[src/rtl/fetch_unit_pkg.sv]
// Shared types and constants for the instruction fetch stage: word size,
// FSM state encodings, buffer entry layout and the default PC increment.
package fetch_unit_pkg;

  localparam int WORDSIZE = 32;

  localparam logic [WORDSIZE-1:0] DEFAULT_PC_STEP = 32'd4;

  typedef enum logic [1:0] {
    ST_IDLE  = 2'd0,
    ST_FETCH = 2'd1,
    ST_FULL  = 2'd2,
    ST_DRAIN = 2'd3
  } fetch_state_t;

  typedef struct packed {
    logic [WORDSIZE-1:0] pc;
    logic [WORDSIZE-1:0] instr;
  } fetch_entry_t;

  // Sequential fetch address; plain addition wraps modulo 2^WORDSIZE.
  function automatic logic [WORDSIZE-1:0] step_pc(input logic [WORDSIZE-1:0] pc,
                                                  input logic [WORDSIZE-1:0] step);
    return pc + step;
  endfunction

endpackage

[src/rtl/fetch_unit_if.sv]
// Instruction memory req/ack bus between the fetch stage (master) and
// instruction memory (slave).
interface fetch_unit_if;
  import fetch_unit_pkg::*;

  logic                imem_req;
  logic [WORDSIZE-1:0] imem_addr;
  logic                imem_ack;
  logic [WORDSIZE-1:0] imem_rdata;

  modport master (
    output imem_req,
    output imem_addr,
    input  imem_ack,
    input  imem_rdata
  );

  modport slave (
    input  imem_req,
    input  imem_addr,
    output imem_ack,
    output imem_rdata
  );

endinterface

[src/rtl/fetch_buf.sv]
// Two-entry FIFO of {pc, instr} between instruction memory and the IF/ID
// register. Head reads as zero when empty; flush wins over push/pop.
module fetch_buf
  import fetch_unit_pkg::*;
(
  input  logic         clk,
  input  logic         clr,
  input  logic         push,
  input  logic         pop,
  input  logic         flush,
  input  fetch_entry_t push_entry,
  output logic [1:0]   count,
  output fetch_entry_t head
);

  fetch_entry_t entries [2];
  logic         rd_ptr;
  logic         wr_ptr;

  always_ff @(posedge clk or posedge clr) begin
    if (clr) begin
      entries[0] <= '0;
      entries[1] <= '0;
      rd_ptr     <= 1'b0;
      wr_ptr     <= 1'b0;
      count      <= 2'd0;
    end else if (flush) begin
      rd_ptr <= 1'b0;
      wr_ptr <= 1'b0;
      count  <= 2'd0;
    end else begin
      if (push) begin
        entries[wr_ptr] <= push_entry;
        wr_ptr          <= ~wr_ptr;
      end
      if (pop) begin
        rd_ptr <= ~rd_ptr;
      end
      count <= count + {1'b0, push} - {1'b0, pop};
    end
  end

  assign head = (count != 2'd0) ? entries[rd_ptr] : '0;

endmodule

[src/rtl/fetch_unit.sv]
// Instruction fetch stage: owns the PC, issues one outstanding imem request at
// a time, buffers responses and presents the head to the IF/ID register.
module fetch_unit
  import fetch_unit_pkg::*;
#(
  parameter logic [WORDSIZE-1:0] RESET_PC = '0,
  parameter logic [WORDSIZE-1:0] PC_STEP  = DEFAULT_PC_STEP
) (
  input  logic                clk,
  input  logic                clr,
  fetch_unit_if.master        imem,
  input  logic                redirect,
  input  logic [WORDSIZE-1:0] redirect_pc,
  input  logic                stall,
  output logic                if_en,
  output logic [WORDSIZE-1:0] if_instr,
  output logic [WORDSIZE-1:0] if_pc
);

  fetch_state_t        state;
  fetch_state_t        next_state;
  logic [WORDSIZE-1:0] fetch_pc;
  logic [WORDSIZE-1:0] drain_addr;
  logic [1:0]          count;
  logic [1:0]          count_after;
  fetch_entry_t        head;
  logic                ack;
  logic                push;
  logic                pop;

  fetch_buf u_buf (
    .clk        (clk),
    .clr        (clr),
    .push       (push),
    .pop        (pop),
    .flush      (redirect),
    .push_entry ({fetch_pc, imem.imem_rdata}),
    .count      (count),
    .head       (head)
  );

  always_ff @(posedge clk or posedge clr) begin
    if (clr) begin
      state <= ST_IDLE;
    end else begin
      state <= next_state;
    end
  end

  always_comb begin
    next_state = state;
    case (state)
      ST_IDLE:  next_state = ST_FETCH;
      ST_FETCH: begin
        if (redirect) begin
          next_state = ack ? ST_FETCH : ST_DRAIN;
        end else if (ack && count_after == 2'd2) begin
          next_state = ST_FULL;
        end
      end
      ST_FULL: begin
        if (redirect || count_after < 2'd2) begin
          next_state = ST_FETCH;
        end
      end
      ST_DRAIN: begin
        if (ack) begin
          next_state = ST_FETCH;
        end
      end
      default:  next_state = ST_IDLE;
    endcase
  end

  // In DRAIN the old request stays on the bus while fetch_pc already holds the new target.
  always_comb begin
    imem.imem_req  = (state == ST_FETCH) || (state == ST_DRAIN);
    imem.imem_addr = (state == ST_DRAIN) ? drain_addr : fetch_pc;
    ack            = imem.imem_req && imem.imem_ack;
    push           = (state == ST_FETCH) && imem.imem_ack && !redirect;
    pop            = (count != 2'd0) && !stall && !redirect;
    count_after    = count + {1'b0, push} - {1'b0, pop};
    if_en          = pop;
    if_instr       = head.instr;
    if_pc          = head.pc;
  end

  always_ff @(posedge clk or posedge clr) begin
    if (clr) begin
      fetch_pc   <= RESET_PC;
      drain_addr <= RESET_PC;
    end else begin
      if (redirect) begin
        fetch_pc <= redirect_pc;
      end else if (push) begin
        fetch_pc <= step_pc(fetch_pc, PC_STEP);
      end
      if (state == ST_FETCH && redirect && !ack) begin
        drain_addr <= fetch_pc;
      end
    end
  end

endmodule

[src/flat_wrapper.sv]
// flat-port wrapper written by rule: the top's interface ports become plain ports
module fetch_unit_flat import fetch_unit_pkg::*;
#(
  parameter logic [WORDSIZE-1:0] RESET_PC = '0,
  parameter logic [WORDSIZE-1:0] PC_STEP  = DEFAULT_PC_STEP
)
  (clk, clr, redirect, redirect_pc, stall, if_en, if_instr, if_pc, imem_imem_req, imem_imem_addr, imem_imem_ack, imem_imem_rdata);
  fetch_unit_if imem_i ();
  input  logic clk;
  input  logic clr;
  input  logic redirect;
  input  logic [WORDSIZE-1:0] redirect_pc;
  input  logic stall;
  output logic if_en;
  output logic [WORDSIZE-1:0] if_instr;
  output logic [WORDSIZE-1:0] if_pc;
  output wire logic [$bits(imem_i.imem_req)-1:0] imem_imem_req;
  output wire logic [$bits(imem_i.imem_addr)-1:0] imem_imem_addr;
  input wire logic [$bits(imem_i.imem_ack)-1:0] imem_imem_ack;
  input wire logic [$bits(imem_i.imem_rdata)-1:0] imem_imem_rdata;
  assign imem_imem_req = imem_i.imem_req;
  assign imem_imem_addr = imem_i.imem_addr;
  assign imem_i.imem_ack = imem_imem_ack;
  assign imem_i.imem_rdata = imem_imem_rdata;
  fetch_unit #(.RESET_PC(RESET_PC), .PC_STEP(PC_STEP)) u_core (.clk(clk), .clr(clr), .imem(imem_i), .redirect(redirect), .redirect_pc(redirect_pc), .stall(stall), .if_en(if_en), .if_instr(if_instr), .if_pc(if_pc));
endmodule
[config.mk]
export PLATFORM = sky130hd
export DESIGN_NAME = fetch_unit_flat
export DESIGN_NICKNAME = d
export VERILOG_FILES = /design/src/rtl/fetch_unit_pkg.sv /design/src/rtl/fetch_unit_if.sv /design/src/rtl/fetch_buf.sv /design/src/rtl/fetch_unit.sv /design/src/flat_wrapper.sv
export SDC_FILE = /design/constraint.sdc
export NUM_CORES = 1
export LEC_CHECK = 0
export CAP_MARGIN = 0
export CELL_PAD_IN_SITES_DETAIL_PLACEMENT = 0
export CELL_PAD_IN_SITES_GLOBAL_PLACEMENT = 2
export CORE_ASPECT_RATIO = 2
export CORE_MARGIN = 1
export CORE_UTILIZATION = 36
export DETAILED_ROUTE_END_ITERATION = 7
export PLACE_DENSITY_LB_ADDON = 0.1
export SLEW_MARGIN = 10
export SYNTH_ARGS = -nofsm -noshare
export SYNTH_HDL_FRONTEND = slang
export SYNTH_HIERARCHICAL = 1
export SYNTH_SLANG_ARGS = --single-unit
[constraint.sdc]
create_clock -name clk -period 6.1 [get_ports clk]
set_input_delay 1.525 -clock clk [delete_from_list [all_inputs] [get_ports clk]]
set_output_delay 1.525 -clock clk [all_outputs]
set_load 0.01 [all_outputs]
### Cell sizes after repair

Scale: 2 px per um.
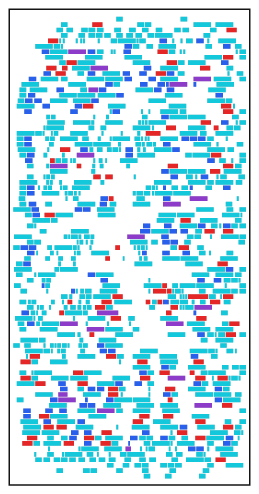
color	size	cells
cyan	x1 and smaller	677
red	x3 and x4	93
blue	x2	137
purple	x6 and larger	21

### Port wiring

Scale: 2 px per um.
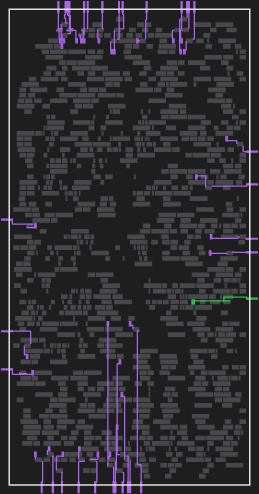
color	port	bits	direction	edge	end cells	buffers	wire
green	`stall`	1	input	right	1	1	34.3 um
purple	`if_pc`	32	output	14 top, 11 bottom, 4 right, 3 left	32	32	769 um

### Cell density map

Scale: 2 px per um. 12 x 24 tiles, from dark blue (low) to red (high), 0 to 100% covered.
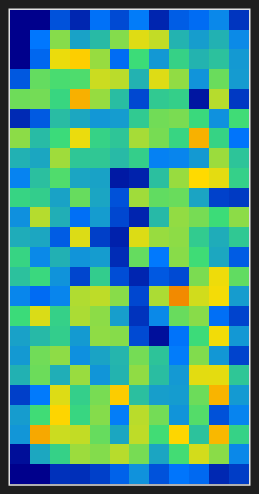
tiles over 75% full	3.8%
densest ninth of the die	middle right
fullest tile	84%
nearly empty tiles	2.1%
emptiest ninth of the die	center
mean over tiles	42%

### Met1 routing

Scale: 3 px per um. Supply wires on this layer in gray. Cells faint in the background.
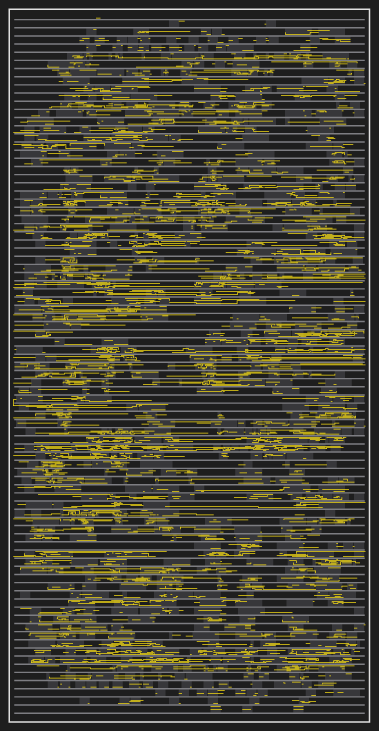
share of all routed wire	40%
longest straight run	47.8 um
nets with wire on the layer	877
main direction	horizontal

### Cell outlines without signal wires

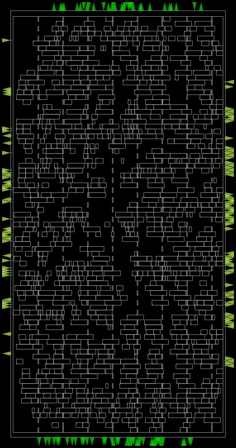
Layout Utilization: 0.454
final instance count without filler cells: 1276

==> flow_summary.ini <==
; generated from flow reports
[min_path]
hold_wc_startpoint = u_core/drain_addr[28]$_DFFE_PP0P_
hold_end = u_core/drain_addr[28]$_DFFE_PP0P_
worst_hold_path_type = reg -> reg

[yosys]
post_synth_instance_area_um2 = 9950
ys_ff = 198
synth_warnings = 6
synth_top_flop_cell = sky130_fd_sc_hd__dfrtp_1
synth_cell_type_count = 48
yosysChipArea_um2 = 9950
post_synth_mux_area_share = 0.311
asyncSetResetFlopFracSynth = 1.00
synth_adder_area_share = 0.00629
top_cell = sky130_fd_sc_hd__dfrtp_1
netlist_top_cells_count = sky130_fd_sc_hd__dfrtp_1 (198), sky130_fd_sc_hd__mux2_2 (124), sky130_fd_sc_hd__nor2_1 (85), sky130_fd_sc_hd__mux2_4 (70), sky130_fd_sc_hd__mux2i_1 (65)
yosys.stat.seqShare = 0.498
postSynthNetCount = 842
top_area_cell = sky130_fd_sc_hd__dfrtp_1
post_synth_and_or_nand_nor_area_fraction = 0.0879
synth_compound_gate_area_share = 0.0317
synth-cells-yosys = 768

[sta]
min_period_over_period = 0.747
transition_time_at_the_pin_with_the_least_slew_margin_ps = 961
skew_ps = 8.17
hold_viol = 0
final.min_clock_period_ps = 4560
fmaxAchievable_mhz = 219
fin_setup_tns_ps = 0
worst_slew_margin_rel = 0.359

[global_routing]
grt_pass1_wl_um = 40900
vias_in_the_first_global_route = 7322
use_met2 = 0.354
grt.busiest_layer = met2
global_route.usage.met1 = 0.208
grt_use_total = 0.190

[pwr]
switchingPower_mw = 1.19
netSwitchingFraction = 0.287
power_density_nw_per_um2 = 339
share_comb_of_total_power = 0.284
seq_power_share = 0.454
p_int_mw = 2.96
power_leader = sequential cells
total_leakage_power_nw = 5.16
power.sequential.total_mw = 1.88
clock_power_frac = 0.262
power_combinational_mw = 1.18

[worst_setup_path]
timing.critical_path.slowest_stage_cell = sky130_fd_sc_hd__clkdlybuf4s50_1
critical_path.max_stage_delay_ps = 640
cp_max_fo = 4
timing.rr.end = u_core/fetch_pc[28]$_DFFE_PP0N_
critical_path.cell_chain = clkdlybuf4s50_1 > nor3_1 > clkdlybuf4s50_1
reg2regPathDepth = 5
path_depth = 3
crit_arrival_ps = 3030
reg2reg_from = u_core/fetch_pc[2]$_DFFE_PP0N_
worst-setup-path-type = in -> out
critPathBufInv = 2
critPathTopFamily = buffers and inverters

[cts]
clock-sinks = 198
cts_root_buffer = sky130_fd_sc_hd__clkbuf_16
clock_tree.buffer_depth = 2
ctsHtreeMaxLevel = 4
number_of_buffers_created_by_cts = 17

[final_layout]
number_of_fillers_in_the_final_layout = 2520
registers_with_the_most_flip_flops = u_core/u_buf/entries: 128 flops, u_core/drain_addr: 32 flops, u_core/fetch_pc: 32 flops
layout_top_cell = sky130_fd_sc_hd__dfrtp_1
most-common-layout-cells = sky130_fd_sc_hd__dfrtp_1 (197), sky130_fd_sc_hd__clkdlybuf4s50_1 (165), sky130_fd_sc_hd__mux2_2 (124), sky130_fd_sc_hd__nor2_1 (84), sky130_fd_sc_hd__mux2_4 (70)
drive_above_1_share = 0.270
area_growth_pct = 23.3

[place]
placedCellCount = 1244
portBuffers = 166

[floorplanning]
chipArea_um2 = 28400
rows = 85
floorplan.initialDensity = 0.368
placeableCoreArea_um2 = 27000

[detailed_routing]
wl_met2_um = 14000
drc_violations_left = 0
detailroute.wirelength.met3_um = 853
route.antenna.remaining_nets = 0
wl_met1_um = 10100
vias_per_cell = 5.14
wl_per_cell_um = 20.0

[flow_run]
max_cap_viol_count = 0
warning_count = 28

[run_status]
outcome = complete, no violations
-- area by class of cell --
type / count / area [um^2] / area share
Multi-Input combinational cell: 505 / 4510 / 0.368
Clock inverter: 13 / 108 / 0.00877
Sequential cell: 198 / 4960 / 0.404
Tap cell: 348 / 435 / 0.0355
Inverter: 16 / 65.1 / 0.00530
Timing Repair Buffer: 177 / 1740 / 0.142
Clock buffer: 19 / 453 / 0.0369
-- stage by stage --
stage                     cell area [um^2]  power [mW]  hold WS [ps]  setup slack (ps)
after CTS                            12300        4.23           508              1520
after global routing                 12300        4.40           522              1400
after detailed placement             11700        3.11           492              1530
after global placement               11700        3.06           485              1520
final                                12300        4.16           503              1540
after floorplan                       9950        2.61           477              1050
Power is estimated from default activity; no workload was simulated.
